**src/rtl/dual_slope_sequencer.sv**
```systemverilog
// dual_slope_sequencer: dual-slope integrating ADC conversion controller with autoranging
module dual_slope_sequencer #(
  parameter int CNT_W     = 16,
  parameter int T_AZ      = 16,
  parameter int T_INT     = 1000,
  parameter int MAX_DEINT = 2000,
  parameter int REF_TO    = 255,
  parameter int RANGE_MAX = 4
) (
  input  logic             clk_i,
  input  logic             rst_ni,
  input  logic             start_i,
  input  logic             abort_i,
  input  logic [1:0]       mode_sel_i,
  input  logic             comp_i,
  input  logic             sat_hi_i,
  input  logic             sat_lo_i,
  input  logic             ref_ok_i,
  output logic [1:0]       afe_sel_o,
  output logic [2:0]       range_sel_o,
  output logic             afe_reset_o,
  output logic             ref_sign_o,
  output logic             busy_o,
  output logic [CNT_W-1:0] result_o,
  output logic             sign_o,
  output logic             result_valid_o,
  output logic             over_range_o,
  output logic             err_o,
  output logic [3:0]       state_o
);
  typedef enum logic [3:0] {
    IDLE = 4'd0, WAIT_REF = 4'd1, AUTOZERO = 4'd2, INTEGRATE = 4'd3,
    SIGN = 4'd4, DEINT = 4'd5, DONE = 4'd6, ERROR = 4'd7
  } state_t;
  localparam logic [CNT_W-1:0] AZ_END    = CNT_W'(T_AZ - 1);
  localparam logic [CNT_W-1:0] INT_END   = CNT_W'(T_INT - 1);
  localparam logic [CNT_W-1:0] REF_END   = CNT_W'(REF_TO - 1);
  localparam logic [CNT_W-1:0] DEINT_MAX = CNT_W'(MAX_DEINT);
  localparam logic [CNT_W-1:0] LOW_RES   = CNT_W'(T_INT / 8);
  localparam logic [2:0]       R_MAX     = 3'(RANGE_MAX);
  state_t state, nxt;
  logic [CNT_W-1:0] cnt;
  logic sat, idle, go, hit;
  assign sat     = sat_hi_i | sat_lo_i;
  assign idle    = state == IDLE || state == ERROR;
  assign go      = idle && start_i && mode_sel_i != 2'b11;
  assign hit     = comp_i != ref_sign_o;
  assign state_o = state;
  always_comb begin
    nxt = state;
    case (state)
      IDLE, ERROR: nxt = go ? WAIT_REF : state;
      WAIT_REF:    nxt = ref_ok_i ? AUTOZERO : cnt == REF_END ? ERROR : WAIT_REF;
      AUTOZERO:    nxt = cnt == AZ_END ? INTEGRATE : AUTOZERO;
      INTEGRATE:   nxt = sat ? (range_sel_o < R_MAX ? AUTOZERO : DONE) : cnt == INT_END ? SIGN : INTEGRATE;
      SIGN:        nxt = DEINT;
      DEINT:       nxt = (hit || cnt + 1'b1 == DEINT_MAX) ? DONE : DEINT;
      default:     nxt = IDLE;
    endcase
    if (abort_i && !idle) nxt = IDLE;
  end
  // cnt restarts on every state change, so it times whichever state is active
  always_ff @(posedge clk_i) begin
    if (!rst_ni) begin
      state          <= IDLE;
      cnt            <= '0;
      afe_sel_o      <= 2'd0;
      range_sel_o    <= R_MAX;
      afe_reset_o    <= 1'b1;
      ref_sign_o     <= 1'b0;
      busy_o         <= 1'b0;
      result_o       <= '0;
      sign_o         <= 1'b0;
      result_valid_o <= 1'b0;
      over_range_o   <= 1'b0;
      err_o          <= 1'b0;
    end else begin
      state          <= nxt;
      cnt            <= nxt != state ? '0 : cnt + 1'b1;
      afe_reset_o    <= !(nxt inside {INTEGRATE, SIGN, DEINT});
      busy_o         <= !(nxt inside {IDLE, ERROR});
      result_valid_o <= nxt == DONE;
      err_o          <= nxt == ERROR || (err_o && !go);
      if (go) afe_sel_o <= mode_sel_i;
      if (state == SIGN && nxt == DEINT) begin
        sign_o     <= comp_i;
        ref_sign_o <= comp_i;
      end
      if (state == INTEGRATE && nxt == AUTOZERO) range_sel_o <= range_sel_o + 1'b1;
      if (state == DONE && !over_range_o && result_o < LOW_RES && |range_sel_o)
        range_sel_o <= range_sel_o - 1'b1;
      if (state == INTEGRATE && nxt == DONE) begin
        result_o     <= '1;
        over_range_o <= 1'b1;
      end
      if (state == DEINT && nxt == DONE) begin
        result_o     <= hit ? cnt : DEINT_MAX;
        over_range_o <= !hit;
      end
    end
  end
endmodule

```
**config.mk**
```make
export PLATFORM = sky130hd
export DESIGN_NAME = dual_slope_sequencer
export DESIGN_NICKNAME = d
export VERILOG_FILES = /design/src/rtl/dual_slope_sequencer.sv
export SDC_FILE = /design/constraint.sdc
export NUM_CORES = 1
export LEC_CHECK = 0
export CAP_MARGIN = 10
export CELL_PAD_IN_SITES_DETAIL_PLACEMENT = 0
export CELL_PAD_IN_SITES_GLOBAL_PLACEMENT = 1
export CORE_ASPECT_RATIO = 0.5
export CORE_UTILIZATION = 45
export CTS_BUF_LIST = sky130_fd_sc_hd__clkbuf_4 sky130_fd_sc_hd__clkbuf_8
export CTS_CLUSTER_DIAMETER = 100
export CTS_CLUSTER_SIZE = 28
export DETAILED_ROUTE_END_ITERATION = 16
export GPL_TIMING_DRIVEN = 1
export PLACE_DENSITY_LB_ADDON = 0.1
export SYNTH_ARGS = -nofsm -noshare
export SYNTH_HDL_FRONTEND = slang
export SYNTH_SLANG_ARGS = --single-unit
```
**constraint.sdc**
```tcl
create_clock -name clk_i -period 4.4 [get_ports clk_i]
set_input_delay 1.32 -clock clk_i [delete_from_list [all_inputs] [get_ports clk_i]]
set_output_delay 1.32 -clock clk_i [all_outputs]
set_load 0.05 [all_outputs]
```
Fig. 1: the metal 2 layer
Bar = 20 µm.
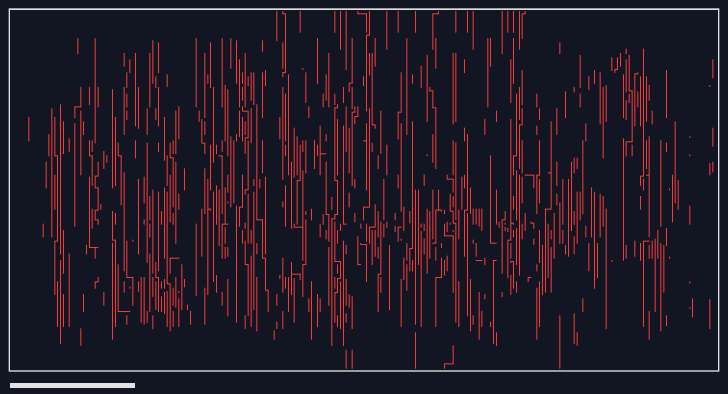
main direction = vertical
longest straight run = 23.8 µm
share of all routed wire = 43%
wire length on this layer = 3,100 µm
nets with wire on the layer = 305

Fig. 2: the clock network
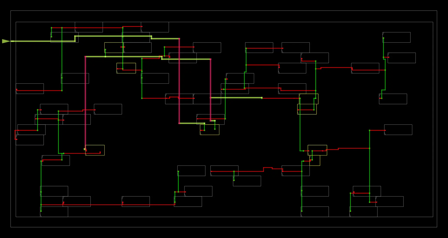
Setup Skew: 0.00839 ns
CTS sink count: 47

Fig. 3: met3 routing
Bar = 20 µm.
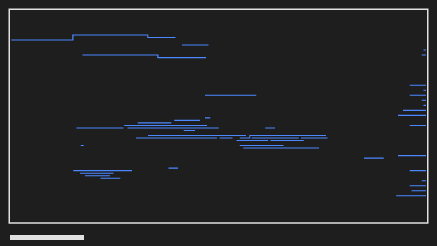
main direction = horizontal
nets with wire on the layer = 38
share of all routed wire = 5.9%
longest straight run = 26.2 µm

Fig. 4: the metal 1 layer
Cells faint in the background.
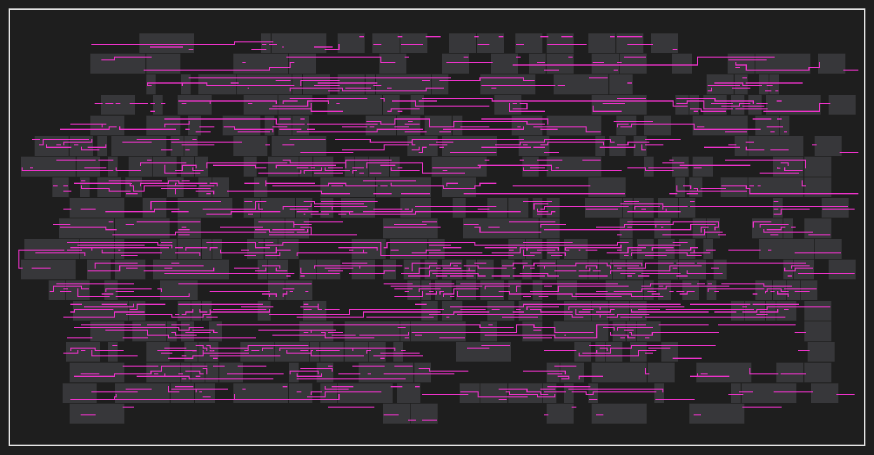
longest straight run = 35.4 µm
nets with wire on the layer = 326
wire length on this layer = 3,600 µm
main direction = horizontal

==> final cells by class <==
cell class | instances | area (µm²)
inverter | 11 | 41.3
multi-input combinational | 231 | 1660
tap | 73 | 91.3
sequential | 47 | 941
fill | 524 | 2400
timing repair buffer | 49 | 470
clock buffer | 7 | 96.3
clock inverter | 1 | 7.51
==> registers in the layout, summed over array words and instances, names as in the netlist <==
name	count
err_o	1
sign_o	1
over_range_o	1
afe_sel_o	2
result_o	16
cnt	16
state_o	4
result_valid_o	1
range_sel_o	3
afe_reset_o	1
busy_o	1
==> worst max-delay path by stage <==
stage | startpoint | endpoint | slack [ns] | cells past startpoint
after CTS | cnt[0]$_SDFF_PP0_ | result_o[3]$_SDFFE_PN0P_ | 0.88 | 10
after detailed placement | mode_sel_i[1] | cnt[14]$_SDFF_PP0_ | 0.70 | 10
final | cnt[0]$_SDFF_PP0_ | result_o[3]$_SDFFE_PN0P_ | 0.83 | 10
after global routing | cnt[0]$_SDFF_PP0_ | cnt[5]$_SDFF_PP0_ | 0.55 | 10
after floorplan | start_i | cnt[10]$_SDFF_PP0_ | 1.32 | 9
after global placement | start_i | afe_reset_o$_SDFF_PN1_ | 0.77 | 9
==> power breakdown <==
group	leakage (nW)	total [W]	switching (W)	internal (W)
clock	0.0505	0.000299	0.000156	0.000143
combinational	0.670	0.0000612	0.0000370	0.0000242
sequential	0.379	0.000434	0.00000605	0.000428
==> per-stage QoR <==
step           total power, W  utilization  std cells
2_1_floorplan        0.000481            -        314
3_3_place_gp         0.000504        0.561        411
4_1_cts              0.000802        0.579        419
5_1_grt              0.000828        0.579        419
6_report             0.000794        0.579        419
3_5_place_dp         0.000504        0.561        411
==> Yosys cell counts, drive strengths merged (4+ instances only) <==
master	n	area share
nor3	13	0.025
o211ai	4	0.011
buf	15	0.033
nand3	14	0.025
nor2	30	0.041
nand4	8	0.023
nor4	25	0.079
clkbuf	10	0.014
nand2	12	0.017
inv	11	0.015
o21ai	10	0.019
a21oi	16	0.029
xor2	8	0.025
dfxtp	47	0.34
xnor2	11	0.035
and3	7	0.016
or3	6	0.015
o221a	8	0.033
nor3b	10	0.042
==> metal layers <==
layer	vias to the layer above	wire length, µm
li1	1226	-
met5	-	0
met1	1199	3600
met2	72	3100
met4	0	63
met3	7	423
==> cells by family (layout without fill, tap and decap cells) <==
logic type	Yosys count	in the layout	share of synthesized area
buffers and inverters	36	68	0.0620
other	1	1	0.00136
xor gates and xnor gates	19	19	0.0602
AOI/OAI and AO/OA	62	62	0.178
muxes	2	2	0.00724
and+or+nand+nor	144	144	0.335
adders and majority gates	3	3	0.0163
DFF	47	47	0.340
==> results.py <==
# Metrics from the implementation run
metrics = {
    "critical_path": {
        "end_kind": "flip-flop",
        "r2r_end": "result_o[3]$_SDFFE_PN0P_",
        "r2r_setup_slack_ns": 0.83,
        "crit_buf_inv": 1,
        "cpPeakStageDelay_ns": 0.59,
        "timing.rr.start": "cnt[0]$_SDFF_PP0_",
        "crit_chain": "ha_1 -> nand3_1 -> nor3_1 -> xnor2_1 -> a2111oi_4 -> nand2_2 -> a2111oi_4 -> buf_4 -> nor2_1 -> nor3b_2",
        "ff2ff_path_depth": 10,
        "crit_fanout": 18,
        "arrival_ns": 3.82,
        "crit_top_cell": "a2111oi_4",
        "start_kind": "flip-flop",
        "crit_family": "simple AND/OR/NAND/NOR gates",
        "crit_required_ns": 4.64,
        "crit_slowest_cell": "a2111oi_4",
    },
    "cts": {
        "ctsHoldBuffers": 0,
        "root_buffer": "clkbuf_8",
        "cts-resized-gates": 0,
        "cts_tree": "yes",
        "clk_path_buf_depth": 2,
        "clkTransAtPathRegs_ns": 0.09,
    },
    "pwr": {
        "p_per_area_nw_per_um2": 240,
        "leakage_nw": 1.10,
    },
    "global_routing": {
        "grt_use_met1": 0.352,
        "grt-busiest-layer": "met2",
        "grt_util_all_layers": 0.241,
        "grt_pass1_wl_mm": 12.1,
        "use_met2": 0.359,
        "antenna_found_initial": 0,
        "grt_max_degree": 29,
        "grt_pass1_vias": 2347,
        "grtUsageMet3": 0.0531,
        "grt_overflow": 0,
    },
    "min_path": {
        "min_path_cells": 1,
        "hp-start": "afe_sel_o[1]$_SDFFE_PN0P_",
        "min_to": "afe_sel_o[1]$_SDFFE_PN0P_",
        "min_path_type": "reg2reg",
    },
    "finish": {
        "postLayoutCellArea_um2": 3300,
        "layout_top_cells": "dfxtp_1, clkdlybuf4s50_1, nor2_1",
        "syn_to_final_growth_pct": 19.6,
        "nNetsFinal": 358,
        "final_common_cell": "dfxtp_1",
        "drive_above_1_share": 0.162,
        "n_antenna_cell": 0,
    },
    "timing": {
        "fin_setup_tns_ns": 0,
        "worst_hold_slack_ns": 0.534,
        "max-slew-margin-rel": 0.576,
        "min_period_ns": 3.57,
        "rsz0062_at_grt": "false",
        "timing.final.crit_share": 0.812,
        "setup_ws_ns": 0.825,
        "setup_violations": 0,
        "hold_viol": 0,
        "tightestPinTransition_ns": 0.630,
    },
    "detailed_routing": {
        "wire_per_inst_um": 17.2,
        "dr.pass1.iters": 5,
        "viasPerCell": 5.98,
        "routed_wl_mm": 7.19,
        "initialDrtViolationCount": 173,
        "post-route-drc-count": 0,
        "vias": 2504,
        "ant_nets": 0,
    },
    "floorplan": {
        "dieWidth_um": 113,
        "chipHeight_um": 57.4,
        "fp.coreArea_um2": 5710,
        "fp_util": 0.484,
        "io_pins": 42,
    },
    "yosys": {
        "ys_cells": 314,
        "yosysUniqueCellTypes": 59,
        "ys.flops": 47,
        "ys_area_um2": 2760,
        "synthArstFlopShare": 0,
        "synthFlopType": "dfxtp_1",
        "synth_cells": 314,
        "yosys.stat.seqShare": 0.340,
        "syn-num-nets": 327,
        "syn_area_um2": 2760,
    },
    "placement": {
        "hpwl_mm": 5.28,
        "postPlaceCellArea_um2": 3200,
        "pre_cts_slack_ns": 0.696,
        "gp_congestion": 0.887,
        "portBuffers": 41,
    },
    "status": {
        "outcome": "finished, final reports clean",
    },
    "job": {
        "warnings": 27,
    },
}
Power and IR drop assume default switching activity.
